I/O pins on the die edge:
Pins as bars across the die edge, other pins in grey.
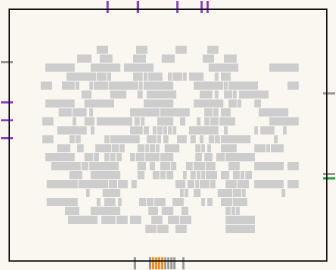
Gate families picked out:
Scale bar: 20 microns.
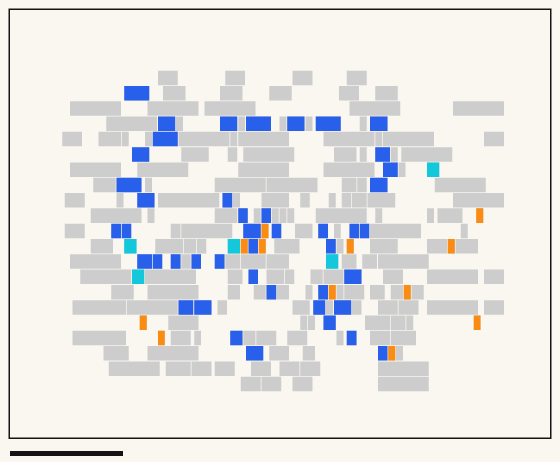
The clock network:
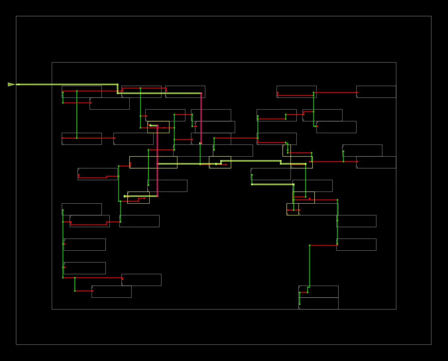
Metal layers overlaid:
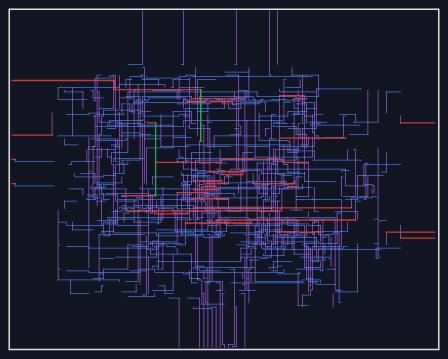
Where the registers sit:
Other sequential cells in the stronger grey, the rest of the logic in the fainter grey.
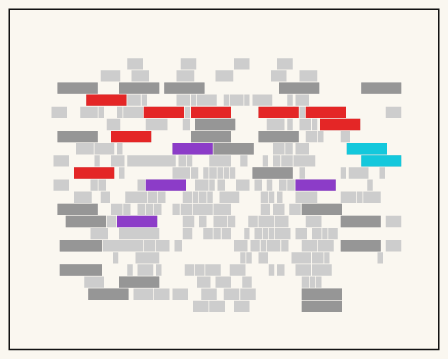
===== config.mk =====
export PLATFORM = sky130hd
export DESIGN_NAME = seq_pattern_tx_flat
export DESIGN_NICKNAME = d
export VERILOG_FILES = /design/src/rtl/seq_pattern_tx_if.sv /design/src/rtl/seq_pattern_tx.sv /design/src/flat_wrapper.sv
export SDC_FILE = /design/constraint.sdc
export NUM_CORES = 1
export LEC_CHECK = 0
export ABC_AREA = 0
export CAP_MARGIN = 20
export CORE_ASPECT_RATIO = 0.75
export CORE_MARGIN = 8
export CORE_UTILIZATION = 40
export CTS_BUF_LIST = sky130_fd_sc_hd__clkbuf_4 sky130_fd_sc_hd__clkbuf_8 sky130_fd_sc_hd__clkbuf_16
export DETAILED_ROUTE_END_ITERATION = 8
export GPL_TIMING_DRIVEN = 0
export PLACE_DENSITY = 0.57
export SETUP_SLACK_MARGIN = 0.05
export SLEW_MARGIN = 20
export SYNTH_ARGS = -nofsm -noshare
export SYNTH_HDL_FRONTEND = slang
export SYNTH_SLANG_ARGS = --single-unit

===== constraint.sdc =====
create_clock -name clk -period 2.02 [get_ports clk]
set_input_delay 0.404 -clock clk [delete_from_list [all_inputs] [get_ports clk]]
set_output_delay 0.404 -clock clk [all_outputs]
set_load 0.01 [all_outputs]

===== src/rtl/seq_pattern_tx_if.sv =====
// Request/serial-output bundle for seq_pattern_tx: the requester drives start and
// the pattern fields, and the transmitter drives the serial line and status.
interface seq_pattern_tx_if #(
  parameter int unsigned WIDTH = 8,
  parameter int unsigned LEN_W = 4,
  parameter int unsigned CNT_W = 4
) ();

  logic             start;
  logic [WIDTH-1:0] pattern;
  logic [LEN_W-1:0] nbits;
  logic [CNT_W-1:0] reps;
  logic             x;
  logic             valid;
  logic             busy;
  logic             done;

  modport master (
    output start, pattern, nbits, reps,
    input  x, valid, busy, done
  );

  modport slave (
    input  start, pattern, nbits, reps,
    output x, valid, busy, done
  );

endinterface


===== src/rtl/seq_pattern_tx.sv =====
// Serial pattern transmitter: shifts a latched pattern out MSB-first, repeated reps
// times with GAP idle cycles between repetitions. Every output is registered.
module seq_pattern_tx #(
  parameter int unsigned WIDTH = 8,
  parameter int unsigned LEN_W = 4,
  parameter int unsigned CNT_W = 4,
  parameter int unsigned GAP   = 1
) (
  input  logic           clk,
  input  logic           rst,
  seq_pattern_tx_if.slave bus
);

  // One spare bit so the gap counter is at least 1 bit wide even when GAP is 0.
  localparam int unsigned GapW = $clog2(GAP + 1) + 1;

  typedef enum logic [1:0] {
    StIdle,
    StSend,
    StGap,
    StDone
  } state_e;

  state_e           state;
  logic [WIDTH-1:0] pat_q;
  logic [WIDTH-1:0] shift_q;
  logic [LEN_W-1:0] len_q;
  logic [LEN_W-1:0] bit_q;
  logic [CNT_W-1:0] rep_q;
  logic [GapW-1:0]  gap_q;
  logic             x_q;
  logic             valid_q;
  logic             busy_q;
  logic             done_q;

  logic [LEN_W-1:0] nbits_clamp;

  always_comb begin
    nbits_clamp = bus.nbits;
    if (bus.nbits > LEN_W'(WIDTH)) begin
      nbits_clamp = LEN_W'(WIDTH);
    end
  end

  always_ff @(posedge clk or posedge rst) begin
    if (rst) begin
      state   <= StIdle;
      pat_q   <= '0;
      shift_q <= '0;
      len_q   <= '0;
      bit_q   <= '0;
      rep_q   <= '0;
      gap_q   <= '0;
      x_q     <= 1'b0;
      valid_q <= 1'b0;
      busy_q  <= 1'b0;
      done_q  <= 1'b0;
    end else begin
      x_q     <= 1'b0;
      valid_q <= 1'b0;
      busy_q  <= 1'b0;
      done_q  <= 1'b0;
      unique case (state)
        StIdle: begin
          if (bus.start) begin
            pat_q   <= bus.pattern;
            shift_q <= bus.pattern;
            len_q   <= nbits_clamp;
            bit_q   <= nbits_clamp;
            rep_q   <= bus.reps;
            if (nbits_clamp == '0 || bus.reps == '0) begin
              state <= StDone;
            end else begin
              state <= StSend;
            end
          end
        end
        StSend: begin
          x_q     <= shift_q[WIDTH-1];
          valid_q <= 1'b1;
          busy_q  <= 1'b1;
          shift_q <= shift_q << 1;
          bit_q   <= bit_q - LEN_W'(1);
          if (bit_q == LEN_W'(1)) begin
            if (rep_q > CNT_W'(1)) begin
              rep_q <= rep_q - CNT_W'(1);
              if (GAP > 0) begin
                gap_q <= GapW'(GAP);
                state <= StGap;
              end else begin
                // Back-to-back: reload now so the next bit follows with no bubble.
                shift_q <= pat_q;
                bit_q   <= len_q;
              end
            end else begin
              state <= StDone;
            end
          end
        end
        StGap: begin
          busy_q <= 1'b1;
          gap_q  <= gap_q - GapW'(1);
          if (gap_q == GapW'(1)) begin
            shift_q <= pat_q;
            bit_q   <= len_q;
            state   <= StSend;
          end
        end
        StDone: begin
          done_q <= 1'b1;
          state  <= StIdle;
        end
        default: state <= StIdle;
      endcase
    end
  end

  assign bus.x     = x_q;
  assign bus.valid = valid_q;
  assign bus.busy  = busy_q;
  assign bus.done  = done_q;

endmodule


===== src/flat_wrapper.sv =====
// flat-port wrapper written by rule: the top's interface ports become plain ports
module seq_pattern_tx_flat 
#(
  parameter int unsigned WIDTH = 8,
  parameter int unsigned LEN_W = 4,
  parameter int unsigned CNT_W = 4,
  parameter int unsigned GAP   = 1
)
  (clk, rst, bus_start, bus_pattern, bus_nbits, bus_reps, bus_x, bus_valid, bus_busy, bus_done);
  seq_pattern_tx_if #(.WIDTH(WIDTH), .LEN_W(LEN_W), .CNT_W(CNT_W)) bus_i ();
  input  logic clk;
  input  logic rst;
  input wire logic [$bits(bus_i.start)-1:0] bus_start;
  input wire logic [$bits(bus_i.pattern)-1:0] bus_pattern;
  input wire logic [$bits(bus_i.nbits)-1:0] bus_nbits;
  input wire logic [$bits(bus_i.reps)-1:0] bus_reps;
  output wire logic [$bits(bus_i.x)-1:0] bus_x;
  output wire logic [$bits(bus_i.valid)-1:0] bus_valid;
  output wire logic [$bits(bus_i.busy)-1:0] bus_busy;
  output wire logic [$bits(bus_i.done)-1:0] bus_done;
  assign bus_i.start = bus_start;
  assign bus_i.pattern = bus_pattern;
  assign bus_i.nbits = bus_nbits;
  assign bus_i.reps = bus_reps;
  assign bus_x = bus_i.x;
  assign bus_valid = bus_i.valid;
  assign bus_busy = bus_i.busy;
  assign bus_done = bus_i.done;
  seq_pattern_tx #(.WIDTH(WIDTH), .LEN_W(LEN_W), .CNT_W(CNT_W), .GAP(GAP)) u_core (.clk(clk), .rst(rst), .bus(bus_i));
endmodule

==> flow_summary.yaml <==
# physical design summary
setup_path:
  critical_path_buf_inv_count: 3
  rr_worst_depth: 7
  crit_chain: "inv_2, ha_4, buf_4, nor3_1, a211o_1, buf_4, o31ai_2"
  cp_max_fo: 10
  path_class: "reg -> reg"
  worstReg2RegStart: "u_core.state[1]"
  crit_family: "AND-OR/OR-AND gates"
  worstSetupStartpoint: "u_core.state[1]"
  cpMaxStageDelayCell: "dfrtp_2"
logic_synthesis:
  muxShareOfSynthArea_pct: 8.54
  yosysWarnings: 0
  synthSimpleGateAreaFrac_pct: 14.5
  xor_area_share_pct: 0.456
  async_reset_ff_share_pct: 100
  logic_family: "AND-OR/OR-AND gates"
  edf_count: 0
  fp_nets: 218
  top_cells_by_count: "dfrtp_1, nand2_1, ha_1, inv_1, nor2_1"
  ys_area_sq_mm: 0.00192
  flop_cell: "dfrtp_1"
  adder_share_pct: 6.52
final_timing:
  layout_setup_ws_ns: 0.121
  rsz0062_at_grt: "false"
  whs_ns: 0.475
  fin_crit_ns: 1.90
  drv_slew: 0
  fin_tns_setup_ns: 0
  final-setup-viol-count: 0
  fin_crit_sh_pct: 94.0
  worst_pin_slew_ns: 0.736
final_layout:
  buffers: 32
  largest_cell_class: "multi-input combinational cells"
  drive_gt1_share_pct: 18.6
  inv_count: 12
  fillers: 416
  comb-cell-share_pct: 40.6
  final_common_cell: "dfrtp_1"
  sh_seq_area_pct: 38.0
  finalNonFillerCells: 277
  layout_top_cells: "dfrtp_1, nand2_1, clkdlybuf4s50_1, nor2_1, o21ai_1"
die:
  tap_cells: 57
  die_h_microns: 76.0
  fp.dieW_microns: 96.0
  die_area_sq_mm: 0.00729
  core_sq_mm: 0.00455
  initial_core_util_pct: 42.2
status:
  status: "finished clean"
flow_run:
  maxCapViolCount: 0
  warning_count: 32
drt:
  routed.top_layer: "met4"
  m1WireLength_microns: 2190
  drtIter0Drc: 160
  wl_met3_microns: 364
  dr_total_vias: 1565
  drc_errors: 0
clock_network:
  clockRootBuffer: "clkbuf_8"
  postCtsSetupRepairBufs: 0
  htreeDepth: 2
  numCtsBuffers: 5
  clockBufferDepth: 2
  ctsResizeCount: 5
placed_design:
  dp.cells: 268
  port_buffers: 22
  placed_area_sq_mm: 0.00221
power:
  seq-power_mw: 1.32
  p_sw_mw: 1.86
  combinationalPowerShare_pct: 55.1
  power.total_mw: 4.35
  p_comb_mw: 2.40
  p_per_area_mw_per_mm2: 1830
  ir_drop_v: 0.000757
  power_leader: "combinational cells"
  p_sw_share_pct: 42.7
global_route:
  use_met2_pct: 19.6
  antenna_found_initial: 0
  met1_usage_pct: 19.0
  busiest_layer: "met2"
  met3_usage_pct: 4.72
hold_path:
  hp-class: "reg -> reg"
-- 'I/O pins on the die edge' (at the start) --
| port | colour | pins | direction | edge |
|---|---|---|---|---|
| bus_valid | green | 1 | output | east |
| bus_nbits | orange | 4 | input | south |
| bus_pattern | purple | 8 | input | 5 north, 3 west |

-- 'gate families picked out' (at the start) --
| family | colour | cells |
|---|---|---|
| aoi and oai cells | blue | 44 |
| inv cells | orange | 12 |
| and/or cells | cyan | 5 |

-- 'the clock network' (at the start) --
P_clk: 634 uW
clk sinks: 36
Setup Skew: 0.00669 ns
seq_cells: 36
# clk buffers: 5

-- 'metal layers overlaid' (at the start) --
| layer | colour | wire length |
|---|---|---|
| M3 | red | 364 microns |
| M1 | blue | 2190 microns |
| M4 | green | 27.9 microns |
| M2 | purple | 2010 microns |

-- 'where the registers sit' (at the start) --
| signal | colour | sequential cells |
|---|---|---|
| u_core.gap_q | cyan | 2 |
| u_core.bit_q | purple | 4 |
| u_core.shift_q | red | 8 |
not coloured: 22

No activity file was given, so power comes from the tool's default toggle rates.
